### Met1 routing, run 1

Scale: 3 px per um. Supply wires on this layer in gray.
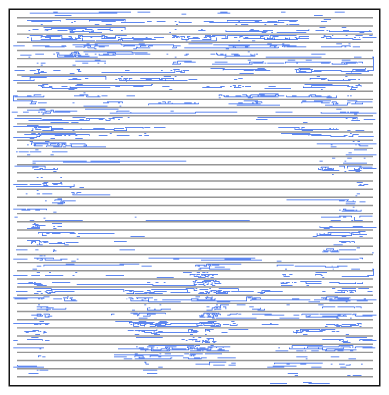
### Metal 2, run 1

Scale: 2 px per um. Cells faint in the background.
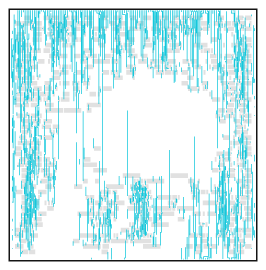
### Met3 routing, run 1

Scale: 3 px per um.
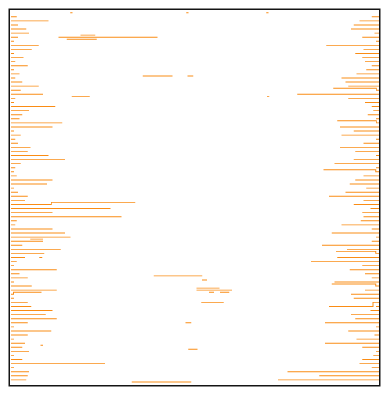
**src/rtl/mem_arb_pkg.sv**
```systemverilog
// rtl/mem_arb_pkg.sv - shared types and constants for the data-memory port arbiter
// Contents: arb_state_t (ARB/LOCK), mem_req_t (one requester's access fields),
//           REQ_CORE/REQ_PROG requester indices, REQ_ADDR_W struct address width.
package mem_arb_pkg;

    typedef enum logic {
        ARB  = 1'b0,
        LOCK = 1'b1
    } arb_state_t;

    // Address field is sized for the widest supported AW; the top slices it back down.
    localparam int REQ_ADDR_W = 64;

    typedef struct packed {
        logic                  we;
        logic [3:0]            be;
        logic [REQ_ADDR_W-1:0] addr;
        logic [31:0]           wdata;
    } mem_req_t;

    localparam int REQ_CORE = 0;
    localparam int REQ_PROG = 1;

endpackage

```
**src/rtl/arb_rr2.sv**
```systemverilog
// rtl/arb_rr2.sv - two-way round-robin pick with a registered priority pointer
// Ports:
//   clk, rst      clock, asynchronous active-high reset
//   req_i[1:0]    requests, bit 0 = core, bit 1 = prog
//   en_i          arbitration enabled this cycle (no grant when low)
//   set_core_i    force the pointer to favour the core on the next conflict
//   gnt_o[1:0]    one-hot combinational grant
module arb_rr2 #(
    parameter bit PRIO1_RESET = 1'b1
) (
    input  logic       clk,
    input  logic       rst,
    input  logic [1:0] req_i,
    input  logic       en_i,
    input  logic       set_core_i,
    output logic [1:0] gnt_o
);

    // prio_q = 1: requester 1 wins the next conflict; 0: requester 0 wins.
    logic prio_q, prio_d;

    always_comb begin
        gnt_o = 2'b00;
        if (en_i) begin
            if (&req_i) begin
                gnt_o = prio_q ? 2'b10 : 2'b01;
            end else begin
                gnt_o = req_i;
            end
        end
    end

    // Priority flips to the loser of every grant, so a core grant hands priority to prog.
    always_comb begin
        prio_d = prio_q;
        if (set_core_i) begin
            prio_d = 1'b0;
        end else if (|gnt_o) begin
            prio_d = gnt_o[0];
        end
    end

    always_ff @(posedge clk or posedge rst) begin
        if (rst) begin
            prio_q <= PRIO1_RESET;
        end else begin
            prio_q <= prio_d;
        end
    end

endmodule

```
**src/rtl/mem_port_arbiter.sv**
```systemverilog
// rtl/mem_port_arbiter.sv - shares one data-memory port between the core and the UART loader
// Optional build macro: ARB_PERF_CNT_EN adds saturating perf counters.
// Ports:
//   clk, Rst                          clock, asynchronous active-high reset
//   core_req/we/be/addr/wdata         core memory-stage request (requester 0)
//   core_gnt/rvalid/rdata             core grant and read return
//   prog_req/we/be/addr/wdata/lock    loader request (requester 1) and burst lock
//   prog_gnt/rvalid/rdata             loader grant and read return
//   mem_en/wea/rea/addr/din, mem_dout memory macro port, 1-cycle read latency
//   mem_hold                          core stall while its request is not granted
//   lock_err                          sticky lock timeout flag, cleared when prog_lock falls
//   perf_core_stall/prog_gnt/core_gnt (ARB_PERF_CNT_EN only) saturating event counters
module mem_port_arbiter
    import mem_arb_pkg::*;
#(
    parameter int AW          = 32,
    parameter int LOCK_MAX    = 256,
    parameter bit PRIO1_RESET = 1'b1
) (
    input  logic          clk,
    input  logic          Rst,
    input  logic          core_req,
    input  logic          core_we,
    input  logic [3:0]    core_be,
    input  logic [AW-1:0] core_addr,
    input  logic [31:0]   core_wdata,
    output logic          core_gnt,
    output logic          core_rvalid,
    output logic [31:0]   core_rdata,
    input  logic          prog_req,
    input  logic          prog_we,
    input  logic [3:0]    prog_be,
    input  logic [AW-1:0] prog_addr,
    input  logic [31:0]   prog_wdata,
    input  logic          prog_lock,
    output logic          prog_gnt,
    output logic          prog_rvalid,
    output logic [31:0]   prog_rdata,
    output logic [3:0]    mem_en,
    output logic          mem_wea,
    output logic          mem_rea,
    output logic [AW-1:0] mem_addr,
    output logic [31:0]   mem_din,
    input  logic [31:0]   mem_dout,
    output logic          mem_hold,
    output logic          lock_err
`ifdef ARB_PERF_CNT_EN
    ,
    output logic [31:0]   perf_core_stall,
    output logic [31:0]   perf_prog_gnt,
    output logic [31:0]   perf_core_gnt
`endif
);

    localparam int TW = $clog2(LOCK_MAX);

    arb_state_t    state_q, state_d;
    logic [TW-1:0] timer_q, timer_d;
    logic          lock_err_q, lock_err_d;
    logic          rd_pending_q, rd_pending_d;
    logic          rd_owner_q, rd_owner_d;

    logic [1:0]    rr_gnt;
    logic          rr_en;
    logic          rr_set_core;

    mem_req_t      core_r, prog_r, win_r;
    logic          win_valid;
    logic          unused_addr_bits;

    // Reset also gates the combinational grant path so every output is 0 while Rst is high.
    assign rr_en = ~Rst & (state_q == ARB);

    arb_rr2 #(
        .PRIO1_RESET (PRIO1_RESET)
    ) u_rr (
        .clk        (clk),
        .rst        (Rst),
        .req_i      ({prog_req, core_req}),
        .en_i       (rr_en),
        .set_core_i (rr_set_core),
        .gnt_o      (rr_gnt)
    );

    always_comb begin
        state_d     = state_q;
        timer_d     = timer_q;
        lock_err_d  = lock_err_q;
        rr_set_core = 1'b0;
        core_gnt    = 1'b0;
        prog_gnt    = 1'b0;
        if (!prog_lock) begin
            lock_err_d = 1'b0;
        end
        if (!Rst) begin
            unique case (state_q)
                ARB: begin
                    core_gnt = rr_gnt[REQ_CORE];
                    prog_gnt = rr_gnt[REQ_PROG];
                    // A timed-out lock cannot be re-taken until prog_lock is dropped.
                    if (rr_gnt[REQ_PROG] && prog_lock && !lock_err_q) begin
                        state_d = LOCK;
                        timer_d = '0;
                    end
                end
                LOCK: begin
                    prog_gnt = prog_req;
                    timer_d  = timer_q + 1'b1;
                    if (!prog_lock) begin
                        state_d     = ARB;
                        rr_set_core = 1'b1;
                    end else if (timer_q == TW'(LOCK_MAX - 1)) begin
                        state_d     = ARB;
                        rr_set_core = 1'b1;
                        lock_err_d  = 1'b1;
                    end
                end
                default: state_d = ARB;
            endcase
        end
    end

    always_comb begin
        core_r = '{we: core_we, be: core_be, addr: REQ_ADDR_W'(core_addr), wdata: core_wdata};
        prog_r = '{we: prog_we, be: prog_be, addr: REQ_ADDR_W'(prog_addr), wdata: prog_wdata};
        win_r  = '0;
        if (prog_gnt) begin
            win_r = prog_r;
        end else if (core_gnt) begin
            win_r = core_r;
        end
    end

    assign win_valid        = core_gnt | prog_gnt;
    assign unused_addr_bits = ^win_r.addr;

    assign mem_en   = win_r.be;
    assign mem_wea  = win_valid & win_r.we;
    assign mem_rea  = win_valid & ~win_r.we;
    assign mem_addr = win_r.addr[AW-1:0];
    assign mem_din  = win_r.wdata;
    assign mem_hold = core_req & ~core_gnt & ~Rst;
    assign lock_err = lock_err_q;

    // The read owner is only meaningful while rd_pending_q is set.
    assign rd_pending_d = mem_rea;
    assign rd_owner_d   = prog_gnt;

    assign core_rvalid = rd_pending_q & ~rd_owner_q;
    assign prog_rvalid = rd_pending_q & rd_owner_q;
    assign core_rdata  = core_rvalid ? mem_dout : 32'h0;
    assign prog_rdata  = prog_rvalid ? mem_dout : 32'h0;

    always_ff @(posedge clk or posedge Rst) begin
        if (Rst) begin
            state_q      <= ARB;
            timer_q      <= '0;
            lock_err_q   <= 1'b0;
            rd_pending_q <= 1'b0;
            rd_owner_q   <= 1'b0;
        end else begin
            state_q      <= state_d;
            timer_q      <= timer_d;
            lock_err_q   <= lock_err_d;
            rd_pending_q <= rd_pending_d;
            rd_owner_q   <= rd_owner_d;
        end
    end

`ifdef ARB_PERF_CNT_EN
    logic [31:0] stall_cnt_q, prog_cnt_q, core_cnt_q;

    always_ff @(posedge clk or posedge Rst) begin
        if (Rst) begin
            stall_cnt_q <= '0;
            prog_cnt_q  <= '0;
            core_cnt_q  <= '0;
        end else begin
            if (mem_hold && (stall_cnt_q != '1)) stall_cnt_q <= stall_cnt_q + 32'd1;
            if (prog_gnt && (prog_cnt_q != '1))  prog_cnt_q  <= prog_cnt_q + 32'd1;
            if (core_gnt && (core_cnt_q != '1))  core_cnt_q  <= core_cnt_q + 32'd1;
        end
    end

    assign perf_core_stall = stall_cnt_q;
    assign perf_prog_gnt   = prog_cnt_q;
    assign perf_core_gnt   = core_cnt_q;
`endif

endmodule

```
**config.mk**
```make
export PLATFORM = sky130hd
export DESIGN_NAME = mem_port_arbiter
export DESIGN_NICKNAME = d
export VERILOG_FILES = /design/src/rtl/mem_arb_pkg.sv /design/src/rtl/arb_rr2.sv /design/src/rtl/mem_port_arbiter.sv
export SDC_FILE = /design/constraint.sdc
export NUM_CORES = 1
export LEC_CHECK = 0
export ABC_AREA = 1
export CAP_MARGIN = 30
export CORE_AREA = 2 2 121 123
export CTS_CLUSTER_DIAMETER = 100
export DETAILED_ROUTE_END_ITERATION = 8
export DIE_AREA = 0 0 123 125
export PLACE_DENSITY_LB_ADDON = 0.2
export RECOVER_POWER = 25
export SKIP_CTS_REPAIR_TIMING = 1
export SYNTH_ARGS = -nofsm -noshare
export SYNTH_HDL_FRONTEND = slang
export SYNTH_SLANG_ARGS = --single-unit
```
**constraint.sdc**
```tcl
create_clock -name clk -period 2.5 [get_ports clk]
set_clock_uncertainty 0.1 [all_clocks]
set_input_delay 0.375 -clock clk [delete_from_list [all_inputs] [get_ports clk]]
set_output_delay 0.375 -clock clk [all_outputs]
set_load 0.01 [all_outputs]
```
==> Table 3: Implementation characteristics, run 1 <==
Summary of implementation characteristics

Parameter                              Value

Placement
  Total instance count after detailed placement .................. slightly above 900
  Placement Cell Area .................. between 5000 and 6000 um^2
  HPWL after detailed placement .................. between 10 and 15 mm
  Final Wtd Congestion .................. approximately 0.93

Power
  Sequential group share of total power .................. 0.162
  Internal power of the cells .................. between 0.001 and 0.0015 W
  Power density over cell area .................. between 200 and 300 nW/um^2
  Power attributed to the clock group .................. 0.000305 W
  Worst voltage drop across the vdd grid .................. 232 uV
  Part of the power in combinational logic .................. 0.658
  Combinational cell power .................. ~0.0011 W
  Total design power .................. approximately 0.0017 W
  Power consumed by sequential cells .................. approximately 0.00028 W
  Clock share of power .................. 0.180

Synthesis
  Area fraction in and, or, nand and nor cells .................. 0.626
  Adder-cell share of the synthesized area .................. 0.00615
  Flip-flops with a built-in enable .................. 0
  Main kind of combinational logic by area .................. simple AND/OR/NAND/NOR gates
  Aoi/oai-family share of the synthesized area .................. 0.0393
  Largest type area fraction .................. 0.433
  MUX area fraction .................. 0
  Xor/xnor cell area share of the yosys netlist .................. 0
  Cell with the most instances after synthesis .................. nand2_1
  Post-synth cell types .................. 24
  Dominant synthesized flop cell .................. dfrtp_1

Finish
  Number of fillers in the final layout .................. roughly 1500
  Final Non-Filler Cells .................. slightly above 900
  Number of multi-input logic gates .................. approximately 350
  Logic share of the area .................. 0.235
  Combinational gate area .................. approximately 1400 um^2
  Register name with the most flops .................. timer_q
  Clock Network Area Fraction .................. 0.0136
  Most instantiated logic cells after routing .................. clkdlybuf4s50_1, nand2_1, nor2_1
  Non-clock inverter count .................. 50
  Sequential share of cell area .................. 0.0562
  Tally of clock buffers in the finished layout .................. 4
  Signal buffers share of area .................. 0.622

Critical path
  Worst Setup EP .................. mem_din[1]
  Max stage delay cell, worst path .................. clkdlybuf4s50_1
  Crit path required time .................. around 2.0 ns
  Reg-to-reg critical path startpoint .................. u_rr.prio_q$_DFFE_PP1P_
  Category of the worst setup path capture point .................. output port
  Critical-path maximum fanout .................. 8
  Number of cells on the worst reg-to-reg path .................. 8
  Type of origin of the critical path .................. primary input
  Crit Reg-Reg Endpoint .................. timer_q[3]$_DFFE_PP0P_
  Worst setup path category .................. in2out

Floorplanning
  Chip Width .................. around 120 um
  Boundary Pins .................. roughly 320
  Tapcell Cnt .................. about 180
  Core utilization before placement .................. 0.143
  Row Count .................. ~44

Global routing
  Via count of the first global-routing pass .................. about 3600
  Overall global routing resource usage .................. 0.150
  Sum of overflow across all layers after global routing .................. 0
  Initial antenna violation count .................. 0
  Most used routing layer .................. met2
  Global routing met3 resource utilization .................. 0.0525

Routing
  Detailed-route wire length .................. approximately 13 mm
  Uppermost metal layer occupied by signal nets .................. met4
  Number of DRC markers after the initial detailed-route iteration .................. around 95
  M1 wire length .................. about 4.6 mm
  Post-route DRC .................. 0
  Antenna-violating nets left .................. 0
  Drt wl/cell .................. around 14 um

Clock network
  Clock transition at the registers of the reported paths .................. around 0.05 ns
  CTS tree .................. built
  Clock root cell .................. clkbuf_16

Min path
  Hold Startpoint .................. lock_err$_DFF_PP0_
  Kind of path behind the tightest hold check .................. reg2reg
  Instance count along the most critical hold path .................. 1

STA
  Post-layout minimum cycle time .................. 2.40 ns
  Worst path setup slack after routing .................. between 0.1 and 0.15 ns
  Achievable frequency .................. 417 MHz
  Tightest Pin Transition .................. ~0.33 ns
  Setup tns final .................. 0 ns

Run status
  Result of the run .................. completed
## Picture notes: 'Met1 routing'
wire length on this layer: 4550 um
nets with wire on the layer: 759
main direction: horizontal
longest straight run: 35.4 um

## Picture notes: 'Metal 2'
wire length on this layer: 6840 um
nets with wire on the layer: 729
share of all routed wire: 52%

## Picture notes: 'Met3 routing'
main direction: horizontal
share of all routed wire: 12%
nets with wire on the layer: 196
longest straight run: 36.6 um

### Placed standard cells, run 1

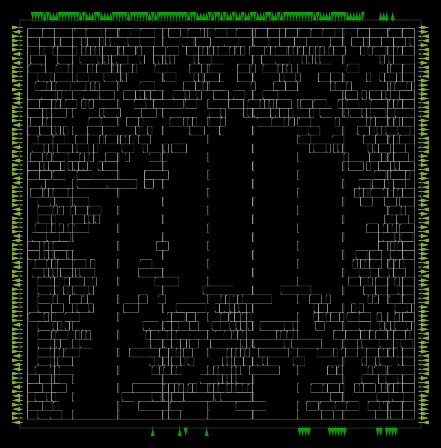

==> run 2, diff against run 1 <==
Settings changed: REMOVE_ABC_BUFFERS set to 1.
### Placed standard cells, run 2

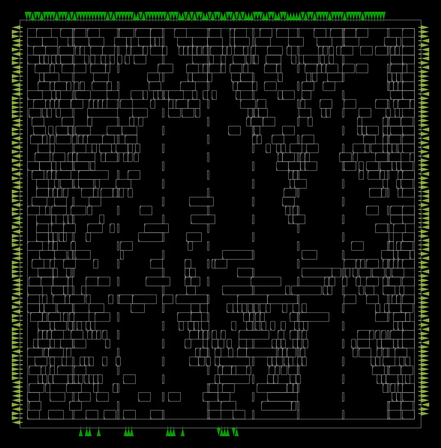
share of the core filled with cells in the final layout: 0.412
core area: 14200 um^2
flip-flop and latch count: 13
number of fillers in the final layout: 1483

==> Table 3: Implementation characteristics, run 2 <==
Summary of implementation characteristics

Parameter                              Value

Power
  Sequential group share of total power .................. 0.160 (-0.002)
  Total design power .................. 0.00172 W (+1.2%)
  Internal power of the cells .................. 0.00111 W (+0.94%)
  Part of the power in combinational logic .................. 0.664 (+0.006)
  Combinational cell power .................. 0.00114 W (about the same)
  Power consumed by sequential cells .................. 0.000276 W (about the same)
  Worst voltage drop across the vdd grid .................. 203 uV (-13%)
  Power density over cell area .................. 294 nW/um^2 (+0.48%)
  Fraction of power spent switching nets .................. 0.352
  Power attributed to the clock group .................. 0.000301 W (-1%)
  Clock share of power .................. 0.175 (-0.005)
  Top Consumer .................. combinational logic

Placement
  HPWL after detailed placement .................. 11.8 mm (+11%)
  Placement Cell Area .................. 5410 um^2 (-0.14%)
  Final Wtd Congestion .................. 1.01 (+8.7%)
  Total instance count after detailed placement .................. 922 (-0.11%)

Routing
  Uppermost metal layer occupied by signal nets .................. met4
  Drt wl/cell .................. 15.1 um (+7.7%)
  Post-route DRC .................. 0 (unchanged)
  Antenna-violating nets left .................. 0 (unchanged)
  M1 wire length .................. 5.04 mm (+11%)
  Number of DRC markers after the initial detailed-route iteration .................. 94 (-1.1%)
  Detailed-route wire length .................. 14.2 mm (+8.4%)

STA
  Tightest Pin Transition .................. 0.654 ns (+0.324 ns)
  Setup tns final .................. 0 ns (unchanged)
  Worst path setup slack after routing .................. 0.108 ns (+0.00567 ns)
  Achievable frequency .................. 418 MHz (+0.24%)
  Post-layout minimum cycle time .................. 2.39 ns (-0.00567 ns)

Critical path
  Worst setup path category .................. reg2out
  Critical Path Start .................. rd_owner_q$_DFF_PP0_
  Max stage delay cell, worst path .................. dlygate4sd3_1
  Critical-path maximum fanout .................. 33 (+25)
  Crit path required time .................. 2.03 ns (about the same)
  Reg-to-reg critical path startpoint .................. u_rr.prio_q$_DFFE_PP1P_
  Worst Setup EP .................. prog_rvalid
  Number of gates on the worst path with buffers counted .................. 4
  Crit Reg-Reg Endpoint .................. rd_pending_q$_DFF_PP0_
  Number of cells on the worst reg-to-reg path .................. 7 (-1)
  Category of the worst setup path capture point .................. output port
  Count of buffering cells on the critical path with inverters included .................. 3
  Type of origin of the critical path .................. flop

Min path
  Kind of path behind the tightest hold check .................. in2async

Finish
  Tally of clock buffers in the finished layout .................. 4 (unchanged)
  Logic share of the area .................. 0.233 (-0.00251)
  Number of multi-input logic gates .................. 345 (unchanged)
  Non-clock inverter count .................. 50 (unchanged)
  Final Non-Filler Cells .................. 941 (+0.64%)
  Register name with the most flops .................. timer_q
  Signal buffers share of area .................. 0.623 (+0.00139)
  Area delta synth->final .................. 187%
  Combinational gate area .................. 1360 um^2 (-0.37%)
  Finished layout cell area .................. approximately 5900 um^2
  Clock Network Area Fraction .................. 0.0135 (-0.0000958)
  Most instantiated logic cells after routing .................. nand2_1, clkdlybuf4s50_1, nor2_1
  Sequential share of cell area .................. 0.0558 (-0.000397)

Synthesis
  Adder-cell share of the synthesized area .................. 0.00615 (unchanged)
  Cell with the most instances after synthesis .................. nand2_1
  Share of the yosys chip area belonging to registers .................. 0.160
  Yosys stat cell total .................. approximately 430
  Flip-flops with a built-in enable .................. 0 (unchanged)
  Aoi/oai-family share of the synthesized area .................. 0.0393 (unchanged)
  Largest type area fraction .................. 0.433 (unchanged)
  Area fraction in and, or, nand and nor cells .................. 0.626 (unchanged)
  Synth Area per Inst .................. 4.75 um^2
  Cell taking the most area after synthesis .................. nand2_1
  Most frequent cells after synthesis .................. nand2_1, nor2_1, inv_1
  Xor/xnor cell area share of the yosys netlist .................. 0 (unchanged)
  MUX area fraction .................. 0 (unchanged)
  Dominant synthesized flop cell .................. dfrtp_1
  Main kind of combinational logic by area .................. simple AND/OR/NAND/NOR gates
  Post-synth cell types .................. 24 (unchanged)

Floorplanning
  Boundary Pins .................. 315 (unchanged)
  Core utilization before placement .................. 0.143 (unchanged)
  Chip Width .................. 123 um (unchanged)
  Tapcell Cnt .................. 184 (unchanged)
  Row Count .................. 44 (unchanged)

Clock network
  CTS tree .................. built
  Clock root cell .................. clkbuf_16
  Clock transition at the registers of the reported paths .................. 0.05 ns (about the same)

Global routing
  Global routing met3 resource utilization .................. 0.0370 (-0.0155)
  Overall global routing resource usage .................. 0.164 (+0.0140)
  Most used routing layer .................. met2
  Initial antenna violation count .................. 3 (+3)
  Via count of the first global-routing pass .................. 3729 (+4.2%)
  Global-route wire length before repair .................. approximately 19 mm
  Sum of overflow across all layers after global routing .................. 0 (unchanged)

Run status
  Result of the run .................. completed
### The metal 4 layer, run 2

Scale: 3 px per um. Supply wires on this layer in gray.
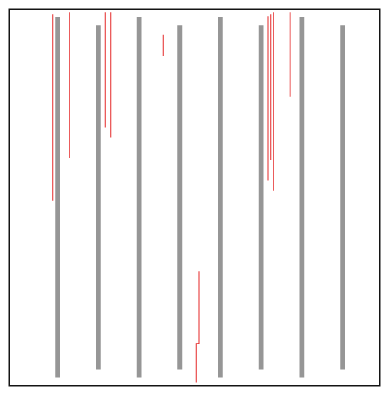

==> run 3, diff against run 2 <==
Settings changed: PLACE_DENSITY_LB_ADDON 0.2 to 0.1.
### The metal 4 layer, run 3

Scale: 3 px per um. Supply wires on this layer in gray.
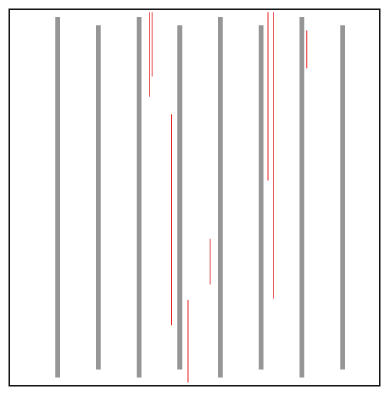
nets with wire on the layer: 8
share of all routed wire: 2.4%
main direction: vertical
wire length on this layer: 324 um
longest straight run: 95.2 um

==> Table 3: Implementation characteristics, run 3 <==
Summary of implementation characteristics

Parameter                              Value

Critical path
  Max stage delay cell, worst path .................. clkdlybuf4s50_1
  Reg-to-reg critical path startpoint .................. state_q$_DFFE_PP0N_
  Number of cells on the worst reg-to-reg path .................. 7 (unchanged)
  Critical-path maximum fanout .................. 5 (-85%)
  Critical Path Start .................. Rst
  Worst setup path category .................. in2out
  Count of buffering cells on the critical path with inverters included .................. 4 (+1)
  Crit path required time .................. 2.03 ns (about the same)
  Worst Setup EP .................. mem_hold
  Number of gates on the worst path with buffers counted .................. 6 (+2)
  Category of the worst setup path capture point .................. output port
  Crit Reg-Reg Endpoint .................. timer_q[3]$_DFFE_PP0P_

Finish
  Flip-flop and latch count .................. 13 (unchanged)
  Clock Network Area Fraction .................. 0.0137 (+0.000187)
  Signal buffers share of area .................. 0.618 (-0.00523)
  Finished layout cell area .................. 5770 um^2 (-1.4%)
  Combinational gate area .................. 1370 um^2 (+0.55%)
  Area delta synth->final .................. 183%
  Non-clock inverter count .................. 50 (unchanged)
  Register name with the most flops .................. timer_q
  Most instantiated logic cells after routing .................. nand2_1, clkdlybuf4s50_1, nor2_1
  Sequential share of cell area .................. 0.0566 (+0.000775)
  Logic share of the area .................. 0.237 (+0.00453)

STA
  Tightest Pin Transition .................. 0.340 ns (-0.314 ns)
  Worst path setup slack after routing .................. 0.102 ns (-0.00624 ns)
  Achievable frequency .................. 417 MHz (-0.26%)
  Post-layout minimum cycle time .................. 2.40 ns (+0.00624 ns)

Floorplanning
  Tapcell Cnt .................. 184 (unchanged)
  Core utilization before placement .................. 0.143 (unchanged)
  Row Count .................. 44 (unchanged)
  Boundary Pins .................. 315 (unchanged)
  Core area .................. 14200 um^2 (unchanged)

Routing
  Uppermost metal layer occupied by signal nets .................. met4
  Antenna-violating nets left .................. 0 (unchanged)
  Detailed-route wire length .................. 13.5 mm (-5.2%)
  Number of DRC markers after the initial detailed-route iteration .................. 93 (-1.1%)
  M1 wire length .................. 4.31 mm (-15%)
  Drt wl/cell .................. 14.5 um (-4.3%)

Min path
  Kind of path behind the tightest hold check .................. in2async

Power
  Power attributed to the clock group .................. 0.000305 W (+1%)
  Fraction of power spent switching nets .................. 0.351 (-0.000508)
  Worst voltage drop across the vdd grid .................. 208 uV (+2.4%)
  Total design power .................. 0.00168 W (-2.0%)
  Power consumed by sequential cells .................. 0.000278 W (about the same)
  Sequential group share of total power .................. 0.165 (+0.005)
  Clock share of power .................. 0.181 (+0.006)
  Power density over cell area .................. 292 nW/um^2 (-0.66%)
  Top Consumer .................. combinational logic
  Part of the power in combinational logic .................. 0.654 (-0.010)
  Internal power of the cells .................. 0.00109 W (-1.9%)

Synthesis
  Post-synth cell types .................. 24 (unchanged)
  Adder-cell share of the synthesized area .................. 0.00615 (unchanged)
  Main kind of combinational logic by area .................. simple AND/OR/NAND/NOR gates
  MUX area fraction .................. 0 (unchanged)
  Xor/xnor cell area share of the yosys netlist .................. 0 (unchanged)
  Dominant synthesized flop cell .................. dfrtp_1
  Largest type area fraction .................. 0.433 (unchanged)
  Cell taking the most area after synthesis .................. nand2_1
  Total of flip-flops plus latches after synthesis .................. 13
  Synth Area per Inst .................. 4.75 um^2 (unchanged)
  Aoi/oai-family share of the synthesized area .................. 0.0393 (unchanged)
  Area fraction in and, or, nand and nor cells .................. 0.626 (unchanged)
  Flip-flops with a built-in enable .................. 0 (unchanged)

Placement
  Placement Cell Area .................. 5440 um^2 (+0.51%)
  Total instance count after detailed placement .................. 924 (+0.22%)
  HPWL after detailed placement .................. 11.2 mm (-4.7%)

Global routing
  Most used routing layer .................. met2
  Initial antenna violation count .................. 1 (-2)
  Global-route wire length before repair .................. 19.2 mm (-0.79%)
  Sum of overflow across all layers after global routing .................. 0 (unchanged)
  Global routing met3 resource utilization .................. 0.0525 (+0.0155)

Run status
  Result of the run .................. completed

Clock network
  Maximum level of the CTS H-tree .................. 1
  Clock root cell .................. clkbuf_16
  Clock transition at the registers of the reported paths .................. 0.05 ns (about the same)
No activity file was given, so power comes from the tool's default toggle rates.
